==> config.mk <==
export PLATFORM = sky130hd
export DESIGN_NAME = cpu_req_gen
export DESIGN_NICKNAME = d
export VERILOG_FILES = /design/src/rtl/cpu_req_gen.sv
export SDC_FILE = /design/constraint.sdc
export NUM_CORES = 1
export LEC_CHECK = 0
export CAP_MARGIN = 10
export CORE_MARGIN = 4
export CORE_UTILIZATION = 48
export CTS_CLUSTER_SIZE = 28
export DETAILED_ROUTE_END_ITERATION = 8
export PLACE_DENSITY = 0.8
export RECOVER_POWER = 100
export SYNTH_ARGS = -nofsm -noshare
export SYNTH_HDL_FRONTEND = slang
export SYNTH_SLANG_ARGS = --single-unit
==> constraint.sdc <==
create_clock -name clk -period 2.4 [get_ports clk]
set_input_delay 0.48 -clock clk [delete_from_list [all_inputs] [get_ports clk]]
set_output_delay 0.48 -clock clk [all_outputs]
set_load 0.005 [all_outputs]
Clock nets:
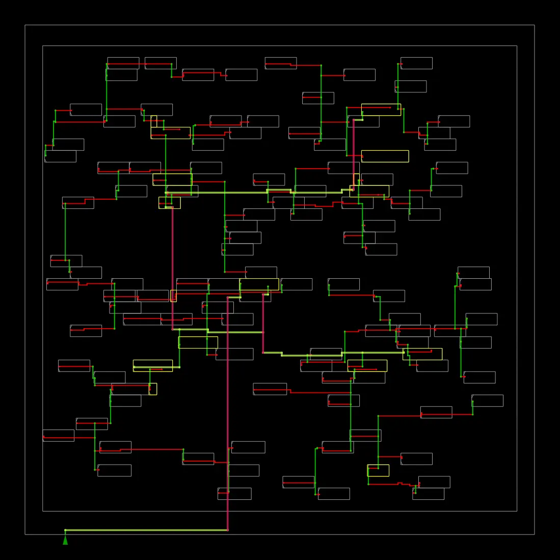
Clock Buffer Count: 14
P_clk: 1.52 mW
Worst Clk Skew: 8.60 ps
Flops: 107
CTS Buf Count: 9

Pin placement:
Pins as bars across the die edge, other pins in grey.
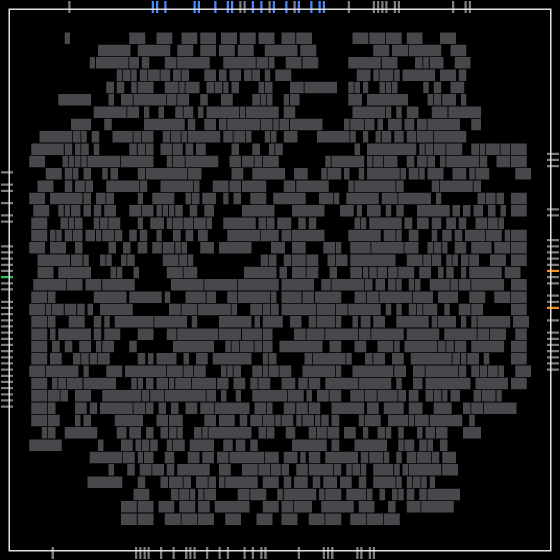
| colour | port | pins | direction | edge |
|---|---|---|---|---|
| green | iL2miss | 1 | input | west |
| orange | imode | 2 | input | east |
| blue | ol1_miss_cnt | 16 | output | north |
all pins by edge: 32 west, 31 north, 25 south, 24 east
Die Y: 119 um
Die W: 119 um
Port Buf Inserts: 110

Logic cells by family:
Scale bar: 20 um.
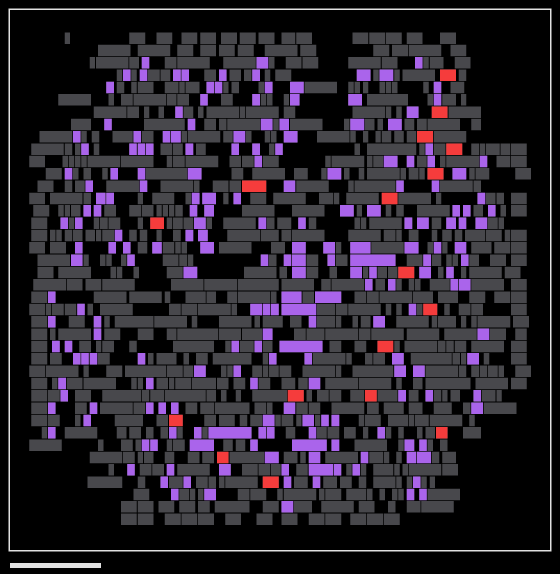
| colour | family | cells | most used |
|---|---|---|---|
| red | non-inverting ao/oa cells | 17 | a221o_1 |
| purple | aoi and oai cells | 210 | a21oi_1 |
Finished Layout Cells: 1086
dominant logic cell type in the layout: dfxtp_1
logic share of the area: 45.7%

Sequential cells coloured by netlist name:
Scale bar: 20 um. Other sequential cells in the stronger grey, the rest of the logic in the fainter grey.
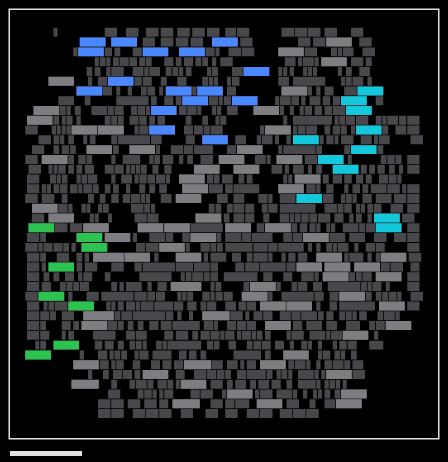
| colour | signal | sequential cells |
|---|---|---|
| green | ochecksum | 8 |
| cyan | oaddress | 11 |
| blue | ol1_miss_cnt | 16 |
not coloured: 72
register area: 2160 um2
fin util: 67.1%

Signal wires by layer:
Only two layers are drawn.
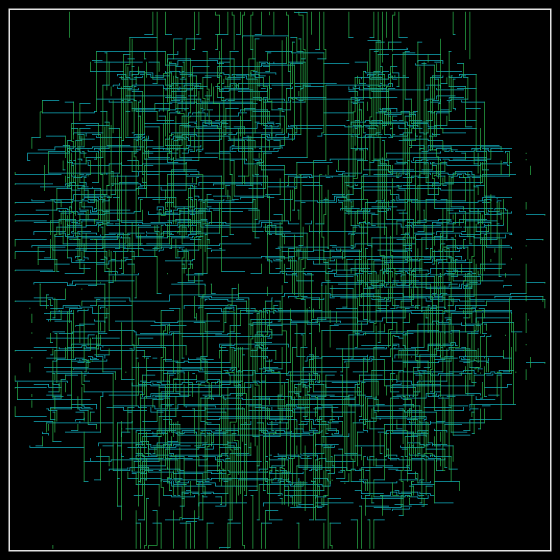
| colour | layer | wire length |
|---|---|---|
| cyan | M1 | 7660 um |
| green | M2 | 7840 um |
total track usage: 22.9%
Vias: 6210
final WL: 16700 um
wire length per cell: 15.3 um

==> impl_metrics.ini <==
; physical design summary
[global_route]
top_usage_layer = met2
grt_remaining_overflow = 0
grtUsageMet1_pct = 31.2
grt_use_met2_pct = 36.8
grt_util_met3_pct = 4.80
antenna_found_initial = 0
grt_pass1_wl_um = 27200
grt_pass1_vias = 5571
grt_max_degree = 59

[placement]
gp_congestion = 0.878
dp_hpwl_um = 11700
place_inst = 1062
pre_cts_ws_ps = -127

[power]
p_per_area_nw_per_um2 = 676
seq-power_mw = 2.20
netSwitchingPower_mw = 1.82
power.share.clock_pct = 27.8
ir_worst_vdd_mv = 0.387
pwr-share-seq_pct = 40.2
power_mw = 5.47
p_leak_nw = 3.18
p_int_mw = 3.64
maxPowerGroup = sequential cells
power_combinational_mw = 1.75
sw_frac_of_total_pct = 33.4
pwr-share-comb_pct = 32.1

[detailed_routing]
drt_iter0_markers = 415
avgViaCountPerCell = 5.72
wl_met2_um = 7840
drc = 0
ant_nets = 0
top_layer_used = met4
wl_met1_um = 7660
dr.pass1.iters = 5
wl_met3_um = 989

[sta]
min_period_ps = 2410
worst_slew_pin_slew_ps = 648
timing.final.ws_setup_ps = -10.1
fmax_mhz = 415
setup_violations = 3
slew-limit-headroom_pct = 56.8
rsz0062_at_grt = true
hold_violations = 0
fin_crit_sh_pct = 100
slew_viol_final = 0
finalSetupTns_ps = -15.5

[final_layout]
fin_nets = 963
diodes = 0
drive_gt1_share_pct = 13.5
area_growth_pct = 36.5
clock_area_share_pct = 3.70
layout.non_clock_buffers = 179
final_cell_mix = dfxtp_1, nor2_1, nand2_1
largest_cell_class = combinational gates
inverters = 12
logic_area_um2 = 3690
num-fill-cells = 1030
nonClkBufAreaFrac_pct = 20.8
nMultiInputCombCells = 604
seq_share_pct = 26.7

[synthesis]
synth.avg_cell_area_um2 = 7.72
yosys.cell_types.count = 62
synthFlopType = dfxtp_1
synthCells = 767
numSynthFlops = 107
ys_cells = 767
top_area_share_pct = 36.2
largest_area_cell = dfxtp_1
ys_warn_count = 0
edf_count = 0
syn_area_um2 = 5920
ys_area_um2 = 5920
ys_seq_share_pct = 36.2
area_leaders = dfxtp_1, a21oi_1, nor2_1
synth_top_cell_by_count = dfxtp_1
common_cells = dfxtp_1, nor2_1, nand2_1, a21oi_1, o21ai_0
synth-async-reset-ratio_pct = 0
syn-num-nets = 817

[clock_network]
ctsRootBufferMaster = clkbuf_16
cts_resized = 7
htreeDepth = 3
cts_setup_buffers = 3
worstSkewPairLatency_ps = 350
clock-sinks = 107
clockBufferDepth = 2
cts-hold-fix-buffers = 0
tritoncts = yes
cts.clk_slew.worst_paths_ps = 70

[worst_hold_path]
min_path_cells = 2
hold_path_class = reg -> reg

[critical_path]
endpoint_kind = register
r2r_slack_ps = -10
crit_path_start_kind = register
reg2reg_depth = 10
crit_fanout = 13
crit_type = reg -> reg
crit_required_ps = 2650
cp.arrival_ps = 2660

[flow_run]
max-cap-violations = 0
warning_count = 35

[run_status]
violations = setup timing
status = complete, but fails checks

[floorplanning]
initial_core_util_pct = 49.1
rows = 40
core_um2 = 12100
chipArea_um2 = 14200
taps = 168
pin_count = 112
==> critical path, cell delays in order (launching register included) <==
cell and delay (ps):
dfxtp_4 380, ha_4 160, nand4_1 100, buf_4 170, nor3_1 350, a221oi_4 80
o2111ai_4 160, o21ai_4 130, buf_12 160, or4_1 460, a21o_1 170
==> metrics by stage <==
step	hold slack [ps]	area, um2
floorplan	449	5960
global placement	455	7560
detailed placement	469	7560
CTS	482	7940
global route	491	8090
finish	476	8090
==> cells by family (layout without fill, tap and decap cells) <==
family,after synthesis,in the layout,synth area share [%]
fa+ha+maj,18,18,3.80
simple gates,339,339,28.3
flops,107,107,36.2
other cells,1,1,0.0633
buf+inv,56,207,4.18
compound gates,227,227,24.6
mux,3,3,0.507
xor+xnor,16,16,2.37
No activity file was given, so power comes from the tool's default toggle rates.
